Run 1, the clock network:
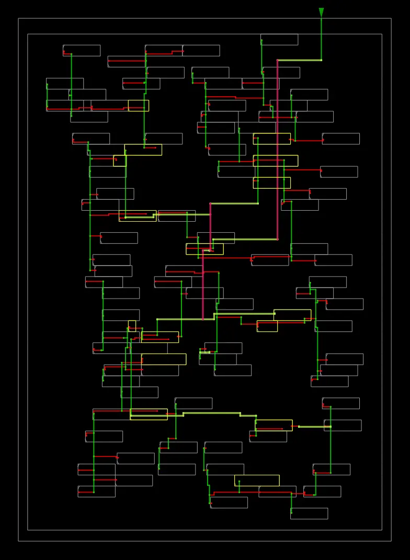
Run 1, cell area per tile:
Drawn at 3 px/um. The die is cut into 9 by 13 equal tiles; white is low, dark blue is high, 0 to 100% covered.
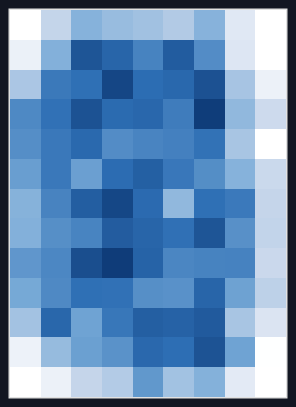
Run 1, signal wires on met1:
Drawn at 2 px/um. Supply wires on this layer in gray.
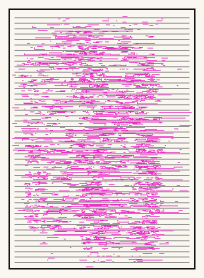
<file path="src/rtl/fc_tile_sequencer.sv">
// fc_tile_sequencer: control sequencer for the fully-connected engine.
// Loads an IFM vector over a valid/ready stream, then sweeps the stored vector once
// per output tile, driving buffer reads, accumulate/clear, optional bias and a
// per-tile output strobe. Sizes are runtime inputs bounded by the parameters.
module fc_tile_sequencer #(
  parameter int IFM_MAX  = 9162,
  parameter int TILE_MAX = 512,
  parameter int RD_LAT   = 2,
  localparam int AW = $clog2(IFM_MAX + 1),
  localparam int TW = $clog2(TILE_MAX + 1)
) (
  input  logic          clk,
  input  logic          rst_n,
  input  logic          start,
  input  logic          abort,
  input  logic [AW-1:0] cfg_ifm_len,
  input  logic [TW-1:0] cfg_num_tiles,
  input  logic          cfg_bias_en,
  input  logic          ifm_valid,
  output logic          ifm_ready,
  output logic          ifm_wr_en,
  output logic [AW-1:0] ifm_wr_addr,
  output logic          rd_en,
  output logic [AW-1:0] rd_addr,
  output logic          acc_en,
  output logic          acc_clr,
  output logic          bias_en,
  output logic          out_valid,
  output logic [TW-1:0] out_tile_idx,
  output logic          busy,
  output logic          done,
  output logic          err_cfg
);

  localparam logic [2:0] S_IDLE    = 3'd0;
  localparam logic [2:0] S_LOAD    = 3'd1;
  localparam logic [2:0] S_COMPUTE = 3'd2;
  localparam logic [2:0] S_DRAIN   = 3'd3;
  localparam logic [2:0] S_BIAS    = 3'd4;
  localparam logic [2:0] S_EMIT    = 3'd5;
  localparam logic [2:0] S_DONE    = 3'd6;

  localparam int DW = (RD_LAT > 1) ? $clog2(RD_LAT) : 1;
  localparam logic [DW-1:0] DRAIN_LAST = DW'(RD_LAT - 1);

  logic [2:0]        state;
  logic [AW-1:0]     len_last;
  logic [TW-1:0]     tiles_last;
  logic              bias_cfg;
  logic [TW-1:0]     tile_cnt;
  logic [DW-1:0]     drain_cnt;
  logic [RD_LAT-1:0] acc_pipe;
  logic              cfg_ok;

  assign cfg_ok = (cfg_ifm_len != '0) && (cfg_ifm_len <= AW'(IFM_MAX)) &&
                  (cfg_num_tiles != '0) && (cfg_num_tiles <= TW'(TILE_MAX));

  // Write strobe qualifies the registered ready with the live beat so the buffer
  // captures data in the same cycle it is presented.
  assign ifm_wr_en = ifm_valid & ifm_ready;
  assign acc_en    = acc_pipe[RD_LAT-1];

  // Read-latency matching: acc_en follows rd_en by RD_LAT cycles; abort flushes it.
  always_ff @(posedge clk or negedge rst_n) begin
    if (!rst_n) begin
      acc_pipe <= '0;
    end else if (abort && state != S_IDLE) begin
      acc_pipe <= '0;
    end else begin
      acc_pipe <= RD_LAT'({acc_pipe, rd_en});
    end
  end

  // Main sequencer: state, counters and all registered control strobes.
  always_ff @(posedge clk or negedge rst_n) begin
    if (!rst_n) begin
      state        <= S_IDLE;
      len_last     <= '0;
      tiles_last   <= '0;
      bias_cfg     <= 1'b0;
      tile_cnt     <= '0;
      drain_cnt    <= '0;
      ifm_ready    <= 1'b0;
      ifm_wr_addr  <= '0;
      rd_en        <= 1'b0;
      rd_addr      <= '0;
      acc_clr      <= 1'b0;
      bias_en      <= 1'b0;
      out_valid    <= 1'b0;
      out_tile_idx <= '0;
      busy         <= 1'b0;
      done         <= 1'b0;
      err_cfg      <= 1'b0;
    end else begin
      err_cfg   <= 1'b0;
      acc_clr   <= 1'b0;
      bias_en   <= 1'b0;
      out_valid <= 1'b0;
      done      <= 1'b0;
      if (abort && state != S_IDLE) begin
        state     <= S_IDLE;
        ifm_ready <= 1'b0;
        rd_en     <= 1'b0;
        busy      <= 1'b0;
        acc_clr   <= 1'b1;
      end else begin
        case (state)
          S_IDLE: begin
            if (start) begin
              if (cfg_ok) begin
                state       <= S_LOAD;
                busy        <= 1'b1;
                ifm_ready   <= 1'b1;
                ifm_wr_addr <= '0;
                len_last    <= cfg_ifm_len - AW'(1);
                tiles_last  <= cfg_num_tiles - TW'(1);
                bias_cfg    <= cfg_bias_en;
                tile_cnt    <= '0;
              end else begin
                err_cfg <= 1'b1;
              end
            end
          end
          S_LOAD: begin
            if (ifm_wr_en) begin
              if (ifm_wr_addr == len_last) begin
                state     <= S_COMPUTE;
                ifm_ready <= 1'b0;
                rd_en     <= 1'b1;
                rd_addr   <= '0;
              end else begin
                ifm_wr_addr <= ifm_wr_addr + AW'(1);
              end
            end
          end
          S_COMPUTE: begin
            if (rd_addr == len_last) begin
              state     <= S_DRAIN;
              rd_en     <= 1'b0;
              drain_cnt <= '0;
            end else begin
              rd_addr <= rd_addr + AW'(1);
            end
          end
          S_DRAIN: begin
            if (drain_cnt == DRAIN_LAST) begin
              if (bias_cfg) begin
                state   <= S_BIAS;
                bias_en <= 1'b1;
              end else begin
                state        <= S_EMIT;
                out_valid    <= 1'b1;
                acc_clr      <= 1'b1;
                out_tile_idx <= tile_cnt;
              end
            end else begin
              drain_cnt <= drain_cnt + DW'(1);
            end
          end
          S_BIAS: begin
            state        <= S_EMIT;
            out_valid    <= 1'b1;
            acc_clr      <= 1'b1;
            out_tile_idx <= tile_cnt;
          end
          S_EMIT: begin
            if (tile_cnt == tiles_last) begin
              state <= S_DONE;
              done  <= 1'b1;
            end else begin
              state    <= S_COMPUTE;
              tile_cnt <= tile_cnt + TW'(1);
              rd_en    <= 1'b1;
              rd_addr  <= '0;
            end
          end
          S_DONE: begin
            state <= S_IDLE;
            busy  <= 1'b0;
          end
          default: begin
            state     <= S_IDLE;
            busy      <= 1'b0;
            ifm_ready <= 1'b0;
            rd_en     <= 1'b0;
          end
        endcase
      end
    end
  end

endmodule

</file>
<file path="config.mk">
export PLATFORM = sky130hd
export DESIGN_NAME = fc_tile_sequencer
export DESIGN_NICKNAME = d
export VERILOG_FILES = /design/src/rtl/fc_tile_sequencer.sv
export SDC_FILE = /design/constraint.sdc
export NUM_CORES = 1
export LEC_CHECK = 0
export CAP_MARGIN = 40
export CORE_AREA = 2 2 90 127
export DETAILED_ROUTE_END_ITERATION = 6
export DIE_AREA = 0 0 92 129
export PLACE_DENSITY = 0.72
export SETUP_SLACK_MARGIN = 0.02
export SLEW_MARGIN = 5
export SYNTH_ARGS = -nofsm -noshare
export SYNTH_HDL_FRONTEND = slang
export SYNTH_SLANG_ARGS = --single-unit
</file>
<file path="constraint.sdc">
create_clock -name clk -period 3.3 [get_ports clk]
set_clock_uncertainty 0.15 [all_clocks]
set_input_delay 0.495 -clock clk [delete_from_list [all_inputs] [get_ports clk]]
set_output_delay 0.495 -clock clk [all_outputs]
set_load 0.005 [all_outputs]
</file>
==> impl_metrics.tcl, run 1 <==
# metrics dict for downstream scripts
set metrics [dict create \
    adder_share_pct 1.94 \
    hold_ws_ns 0.302 \
    syn_to_final_growth_pct 29.4 \
    mux_area_share_pct 2.59 \
    busiest_layer "met2" \
    r2r_start "state[1]$_DFFE_PN0P_" \
    slew_headroom_pct 61.7 \
    crit_path_max_incr_delay_ns 0.55 \
    seqCellArea_um2 2180 \
    htreeDepth 3 \
    drc 0 \
    buffers 114 \
    finalSetupViolCount 0 \
    pre_cts_ws_ns -0.180 \
    min_path_type "flip-flop to flip-flop" \
    fmax_mhz 323 \
    met1Wirelength_um 5470 \
    fillers 911 \
    firstDrtPassIters 5 \
    use_met3_pct 3.51 \
    buffer_area_share_pct 16.8 \
    powerClk_mw 1.20 \
    grt_pass1_vias 4290 \
    hp-start "acc_pipe[0]$_DFF_PN0_" \
    p_sw_share_pct 35.6 \
    sh_comb_area_pct 41.9 \
    syn-cell-area_um2 5160 \
    ys.flops 87 \
    cts_tree "yes" \
    power_leakage_nw 2.87 \
    mi_logic_area_um2 2800 \
    rr_worst_depth 6 \
    synthCells 561 \
    status "finished clean" \
    ys_area_um2 5160 \
    ys_async_sr_fraction_pct 100 \
    synth_warnings 0 \
    cts-hold-fix-buffers 1 \
]
## Picture notes: 'the clock network'
Seq cells: 87
Insertion Delay late pin: 0.34 ns
CTS Buf Count: 9
CLK BUF: 11

## Picture notes: 'cell area per tile'
emptiest ninth of the die = upper right
densest ninth of the die = center
tiles over 75% full = 26%
mean over tiles = 55%

## Picture notes: 'signal wires on met1'
share of all routed wire = 43%
wire length on this layer = 5470 um
main direction = horizontal
nets with wire on the layer = 619
longest straight run = 34.0 um

==> run 2, diff against run 1 <==
--- a/config.mk
+++ b/config.mk
@@ -5,6 +5,7 @@
 export SDC_FILE = /design/constraint.sdc
 export NUM_CORES = 1
 export LEC_CHECK = 0
+export ABC_AREA = 0
 export CAP_MARGIN = 40
 export CORE_AREA = 2 2 90 127
 export DETAILED_ROUTE_END_ITERATION = 6
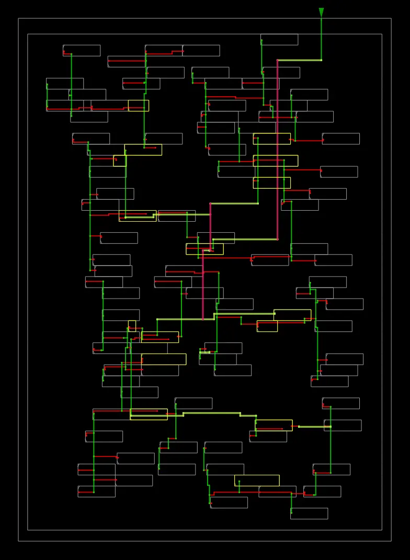
Run 2: the clock network
clk sinks: 87
Clk. pwr: 1.20 mW

==> run 2 against run 1 <==
  * Cell count did not move
  * Non-clock buffer count did not move
  * Setup slack did not move
  * Largest cell class unchanged
  * Sequential power barely moved
  * Global-route usage did not move
==> impl_metrics.tcl, run 2 <==
# metrics dict for downstream scripts
set metrics [dict create \
    hp-start "acc_pipe[0]$_DFF_PN0_" \
    r2r_start "state[1]$_DFFE_PN0P_" \
    ys_area_um2 5160 \
    synth_warnings 0 \
    grt_pass1_vias 4290 \
    syn-cell-area_um2 5160 \
    power_leakage_nw 2.87 \
    clockBufferCount 11 \
    cts_buffers 9 \
    drc 0 \
    mi_logic_area_um2 2800 \
    slew_headroom_pct 61.7 \
    synthCells 561 \
    finalSetupViolCount 0 \
    hold_ws_ns 0.302 \
    firstDrtPassIters 5 \
    adder_share_pct 1.94 \
    use_met3_pct 3.51 \
    seqCellArea_um2 2180 \
    p_sw_share_pct 35.6 \
    cts_tree "yes" \
    crit_path_max_incr_delay_ns 0.55 \
    status "finished clean" \
    busiest_layer "met2" \
    ys.flops 87 \
    min_path_type "flip-flop to flip-flop" \
    sh_comb_area_pct 41.9 \
    buffer_area_share_pct 16.8 \
    ys_async_sr_fraction_pct 100 \
    clk_latency_ns 0.34 \
    syn_to_final_growth_pct 29.4 \
    cts-hold-fix-buffers 1 \
]
==> run 3, diff against run 2 <==
--- a/config.mk
+++ b/config.mk
@@ -12,7 +12,6 @@
 export DIE_AREA = 0 0 92 129
 export PLACE_DENSITY = 0.72
 export SETUP_SLACK_MARGIN = 0.02
-export SLEW_MARGIN = 5
 export SYNTH_ARGS = -nofsm -noshare
 export SYNTH_HDL_FRONTEND = slang
 export SYNTH_SLANG_ARGS = --single-unit
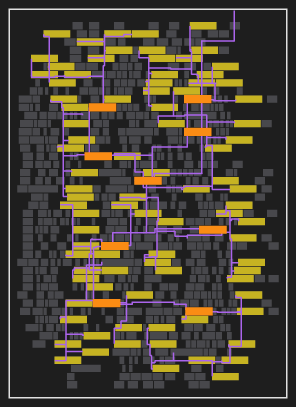
Run 3: clock distribution
Drawn at 3 px/um.
yellow -> flip-flops  # count 87
orange -> cells driving clock nets  # count 9
purple -> clock wires  # length 1080 um
flops lie = all over the die
routed clock nets = 10

==> run 3 against run 2 <==
  * Combinational power about the same
  * Area after synthesis stayed put
  * Sequential power barely moved
==> impl_metrics.tcl, run 3 <==
# metrics dict for downstream scripts
set metrics [dict create \
    hp-start "acc_pipe[0]$_DFF_PN0_" \
    syn-cell-area_um2 5160 \
    cts_buffers 9 \
    drc 0 \
    cts-hold-fix-buffers 1 \
    ys_async_sr_fraction_pct 100 \
    seqCellArea_um2 2180 \
    min_path_type "flip-flop to flip-flop" \
    finalSetupViolCount 0 \
    clk_latency_ns 0.34 \
    synth_cell_types 53 \
    post_drt_via_cell_ratio 5.80 \
    cts_tree "yes" \
    powerClk_mw 1.20 \
    power_mw 4.35 \
    busiest_layer "met2" \
    syn_to_final_growth_pct 29.4 \
    use_met3_pct 3.51 \
    r2r_start "state[1]$_DFFE_PN0P_" \
    synth_warnings 0 \
    p_sw_share_pct 35.6 \
    combPwrFrac_pct 35.9 \
    synthCells 561 \
    portBuffers 77 \
    sh_comb_area_pct 41.9 \
    power_leakage_nw 2.87 \
    grt_pass1_vias 4290 \
    firstDrtPassIters 5 \
    floorplan.tapcells 141 \
    clockBufferCount 11 \
    ys_area_um2 5160 \
    status "finished clean" \
    cts_sinks 87 \
    mi_logic_area_um2 2800 \
    adder_share_pct 1.94 \
    hold_ws_ns 0.302 \
]
Power is estimated from default activity; no workload was simulated.
